### Signal wires by layer

(2 px per um) Only two layers are drawn.
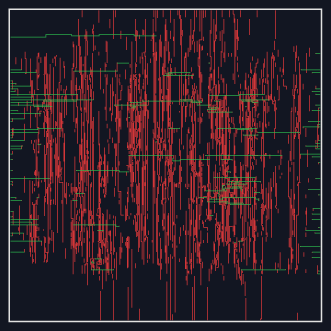
### Signal wires on met2

(3 px per um)
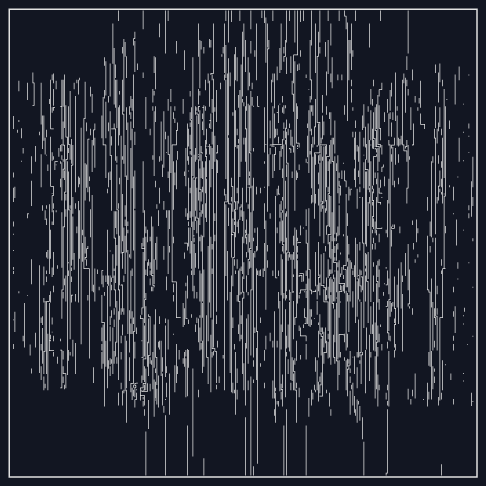
### Nets reached from selected ports

(2 px per um)
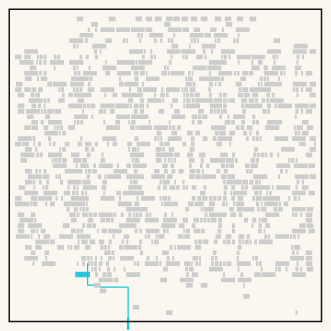
==> config.mk <==
export PLATFORM = sky130hd
export DESIGN_NAME = imem_loader_flat
export DESIGN_NICKNAME = d
export VERILOG_FILES = /design/src/rtl/imem_loader_if.sv /design/src/rtl/imem_loader.sv /design/src/flat_wrapper.sv
export SDC_FILE = /design/constraint.sdc
export NUM_CORES = 1
export LEC_CHECK = 0
export ABC_AREA = 0
export CAP_MARGIN = 20
export CORE_MARGIN = 2
export CORE_UTILIZATION = 30
export CTS_CLUSTER_DIAMETER = 80
export DETAILED_ROUTE_END_ITERATION = 16
export PLACE_DENSITY = 0.47
export RECOVER_POWER = 100
export SLEW_MARGIN = 20
export SYNTH_ARGS = -nofsm -noshare
export SYNTH_HDL_FRONTEND = slang
export SYNTH_SLANG_ARGS = --single-unit
export TNS_END_PERCENT = 1
==> constraint.sdc <==
create_clock -name clk -period 3.3 [get_ports clk]
set_input_delay 0.66 -clock clk [delete_from_list [all_inputs] [get_ports clk]]
set_output_delay 0.66 -clock clk [all_outputs]
set_load 0.02 [all_outputs]
==> src/rtl/imem_loader_if.sv <==
// -----------------------------------------------------------------------------
// imem_loader_if : byte-stream input and instruction-memory write port bundle
// Rev 1.0
// -----------------------------------------------------------------------------
`default_nettype none

interface imem_loader_if;
  logic [7:0]  rx_data;
  logic        rx_valid;
  logic        rx_ready;
  logic        WE;
  logic [31:0] A;
  logic [31:0] WD;

  // loader side: consumes bytes, drives the memory write port
  modport master (
    input  rx_data, rx_valid,
    output rx_ready, WE, A, WD
  );

  // source / memory side
  modport slave (
    output rx_data, rx_valid,
    input  rx_ready, WE, A, WD
  );
endinterface

`default_nettype wire

==> src/rtl/imem_loader.sv <==
// -----------------------------------------------------------------------------
// imem_loader : loads a length-prefixed little-endian word stream into imem
// Rev 1.0
// -----------------------------------------------------------------------------
`default_nettype none

module imem_loader #(
  parameter int          DEPTH_WORDS = 65536,
  parameter logic [31:0] BASE_ADDR   = 32'h0000_0000
) (
  input  wire logic        clk,
  input  wire logic        reset,
  input  wire logic        start,
  imem_loader_if.master    bus,
  output logic             busy,
  output logic             done,
  output logic             error,
  output logic [31:0]      word_count
);

  localparam logic [31:0] DEPTH = 32'(DEPTH_WORDS);

  typedef enum logic [2:0] {
    S_IDLE  = 3'd0,
    S_LEN   = 3'd1,
    S_DATA  = 3'd2,
    S_WRITE = 3'd3,
    S_DONE  = 3'd4,
    S_ERROR = 3'd5
  } state_t;

  state_t      state;
  logic [1:0]  byte_idx;
  logic [31:0] n_words;
  logic        rx_ready;
  logic        we;
  logic [31:0] addr;
  logic [31:0] wdata;

  logic        xfer;
  logic [31:0] n_full;
  logic [31:0] count_next;

  assign xfer       = bus.rx_valid && rx_ready;
  // length as it will be once the byte arriving now is merged in
  assign n_full     = {bus.rx_data, n_words[23:0]};
  assign count_next = word_count + 32'd1;

  assign bus.rx_ready = rx_ready;
  assign bus.WE       = we;
  assign bus.A        = addr;
  assign bus.WD       = wdata;

  always_ff @(posedge clk) begin
    if (reset) begin
      state      <= S_IDLE;
      byte_idx   <= 2'd0;
      n_words    <= 32'd0;
      rx_ready   <= 1'b0;
      we         <= 1'b0;
      addr       <= 32'd0;
      wdata      <= 32'd0;
      busy       <= 1'b0;
      done       <= 1'b0;
      error      <= 1'b0;
      word_count <= 32'd0;
    end else begin
      we <= 1'b0;
      case (state)
        S_IDLE, S_DONE, S_ERROR: begin
          if (start) begin
            state      <= S_LEN;
            byte_idx   <= 2'd0;
            n_words    <= 32'd0;
            word_count <= 32'd0;
            done       <= 1'b0;
            error      <= 1'b0;
            rx_ready   <= 1'b1;
            busy       <= 1'b1;
          end
        end
        S_LEN: begin
          if (xfer) begin
            n_words[{byte_idx, 3'b000} +: 8] <= bus.rx_data;
            byte_idx <= byte_idx + 2'd1;
            if (byte_idx == 2'd3) begin
              if (n_full == 32'd0) begin
                state    <= S_DONE;
                done     <= 1'b1;
                rx_ready <= 1'b0;
                busy     <= 1'b0;
              end else if (n_full > DEPTH) begin
                state    <= S_ERROR;
                error    <= 1'b1;
                rx_ready <= 1'b0;
                busy     <= 1'b0;
              end else begin
                state    <= S_DATA;
              end
            end
          end
        end
        S_DATA: begin
          if (xfer) begin
            wdata[{byte_idx, 3'b000} +: 8] <= bus.rx_data;
            byte_idx <= byte_idx + 2'd1;
            if (byte_idx == 2'd3) begin
              state    <= S_WRITE;
              rx_ready <= 1'b0;
              we       <= 1'b1;
              addr     <= {BASE_ADDR[31:2], 2'b00} + {word_count[29:0], 2'b00};
            end
          end
        end
        S_WRITE: begin
          word_count <= count_next;
          if (count_next == n_words) begin
            state <= S_DONE;
            done  <= 1'b1;
            busy  <= 1'b0;
          end else begin
            state    <= S_DATA;
            rx_ready <= 1'b1;
          end
        end
        default: begin
          state    <= S_IDLE;
          rx_ready <= 1'b0;
          busy     <= 1'b0;
        end
      endcase
    end
  end

endmodule

`default_nettype wire

==> src/flat_wrapper.sv <==
// flat-port wrapper written by rule: the top's interface ports become plain ports
module imem_loader_flat 
#(
  parameter int          DEPTH_WORDS = 65536,
  parameter logic [31:0] BASE_ADDR   = 32'h0000_0000
)
  (clk, reset, start, busy, done, error, word_count, bus_rx_data, bus_rx_valid, bus_rx_ready, bus_WE, bus_A, bus_WD);
  imem_loader_if bus_i ();
  input  wire logic clk;
  input  wire logic reset;
  input  wire logic start;
  output logic busy;
  output logic done;
  output logic error;
  output logic [31:0] word_count;
  input wire logic [$bits(bus_i.rx_data)-1:0] bus_rx_data;
  input wire logic [$bits(bus_i.rx_valid)-1:0] bus_rx_valid;
  output wire logic [$bits(bus_i.rx_ready)-1:0] bus_rx_ready;
  output wire logic [$bits(bus_i.WE)-1:0] bus_WE;
  output wire logic [$bits(bus_i.A)-1:0] bus_A;
  output wire logic [$bits(bus_i.WD)-1:0] bus_WD;
  assign bus_i.rx_data = bus_rx_data;
  assign bus_i.rx_valid = bus_rx_valid;
  assign bus_rx_ready = bus_i.rx_ready;
  assign bus_WE = bus_i.WE;
  assign bus_A = bus_i.A;
  assign bus_WD = bus_i.WD;
  imem_loader #(.DEPTH_WORDS(DEPTH_WORDS), .BASE_ADDR(BASE_ADDR)) u_core (.clk(clk), .reset(reset), .start(start), .bus(bus_i), .busy(busy), .done(done), .error(error), .word_count(word_count));
endmodule
==> metrics.yaml <==
async_flop_share_pct: 0
flops: 136
logic_gates: 654
cp.required_ns: 3.61
run_status: "completed"
combPwrFrac_pct: 4.3
ctsLongestPathBuffers: 2
fp.dieArea_sq_um: 24100
p_seq_share_pct: 40.9
preCtsSetupSlack_ns: 0.454
regToRegSetupSlack_ns: 0.40
dr.pass1.iters: 5
max_slew_margin_pct: 23.1
leakage_uw: 0.00335
arrival_ns: 3.21
regArea_sq_um: 2720
area_share_clock_buf_inv_pct: 7.55
top_power_group: "the clock network"
busiest_layer: "met2"
critPathMaxFanout: 6
synth_area_sq_um: 6880
grt-ovfl-total: 0
ff2ff_path_depth: 8
grt_pass1_wl_um: 36900
grt_setup_unrepaired: "false"
nNonClkBuffers: 144
ys_seq_share_pct: 39.6
synth_warnings: 0
fin_util_pct: 39.4
p_comb_uw: 174
crit_buf_inv: 0
ys_area_sq_um: 6880
cp-startpoint: "u_core.word_count[0]"
cp-end-kind: "flop"
hold_viol_final: 0
track_usage_pct: 19.7
grt_max_degree: 67
largest_class: "combinational gates"
ys.flops: 136
cts_resized: 0
wl_per_cell_um: 18.4
drc: 0
layout.nonclk_buf_share_pct: 15.0
ios: 113
ir_drop_mv: 0.324
portBuffers: 110
num_vias: 6677
drtIter0Drc: 446
num_antenna_cells: 0
final_nets: 981
fin_crit_sh_pct: 87.9
cp-endpoint: "u_core.busy"
clkbuf_count: 17
cpMostUsedCell: "nor4_1"
fp.dieH_um: 155
rows: 55
finalClockSkew_ns: 0.00823
-- 'Signal wires by layer' (at the start) --
colour	layer	wire length
green	M3	1,160 um
red	M2	11,000 um

-- 'Signal wires on met2' (at the start) --
nets with wire on the layer	785
share of all routed wire	47%

-- 'Nets reached from selected ports' (at the start) --
colour	port	bits	direction	edge	end cells	buffers	wire
cyan	error	1	output	bottom	1	1	45.3 um

-- placed cells by master, fill, tap and decap left out, drive strengths merged, types with 25 or more instances in the layout --
| cell type | synthesis | routed |
|---|---|---|
| dfxtp | 136 | 136 |
| nand2 | 126 | 126 |
| a21oi | 102 | 102 |
| dlygate4sd3 | 0 | 101 |
| nor2 | 80 | 80 |
| nand3 | 56 | 56 |
| a22oi | 37 | 37 |
| o21ai | 31 | 31 |
| xnor2 | 29 | 29 |
| nor3 | 27 | 27 |
| buf | 24 | 27 |
| nor4 | 27 | 27 |
| clkbuf | 56 | 25 |
-- tightest hold or removal path, cell delays in order (launching register included) --
cell     delay, ns
dfxtp_1       0.30
nand2_1       0.05
a21oi_1       0.05
-- cell usage after synthesis, types with 3 or more instances --
cell type	number	area (sq um)
ha_1	5	62.6
and3_1	10	62.6
nor3b_1	5	37.5
nor4_4	4	85.1
buf_4	4	30.0
xor2_1	17	149
a31oi_1	9	56.3
inv_1	11	41.3
o21ai_0	31	155
a21oi_1	102	510
xnor2_1	29	254
nor4_2	3	37.5
a21o_1	3	22.5
nor3_1	27	135
or3_1	8	50.1
clkbuf_1	55	206
buf_1	5	18.8
nor2b_1	3	18.8
buf_2	15	75.1
nor2_1	80	300
o22ai_1	4	25.0
a22oi_1	37	278
a311oi_1	4	35.0
nor4_1	20	125
and4_1	8	70.1
nand2_1	126	473
nand3_1	53	265
and2_1	11	68.8
dfxtp_1	136	2720
nand4_1	16	100
-- logic make-up after synthesis --
logic type / Yosys count / synth area share [%]
AOI/OAI and AO/OA: 209 / 18.5
xor gates and xnor gates: 46 / 5.86
adders and majority gates: 5 / 0.910
buffers and inverters: 91 / 5.48
DFF: 136 / 39.6
muxes: 2 / 0.291
other: 1 / 0.0545
and+or+nand+nor: 390 / 29.3
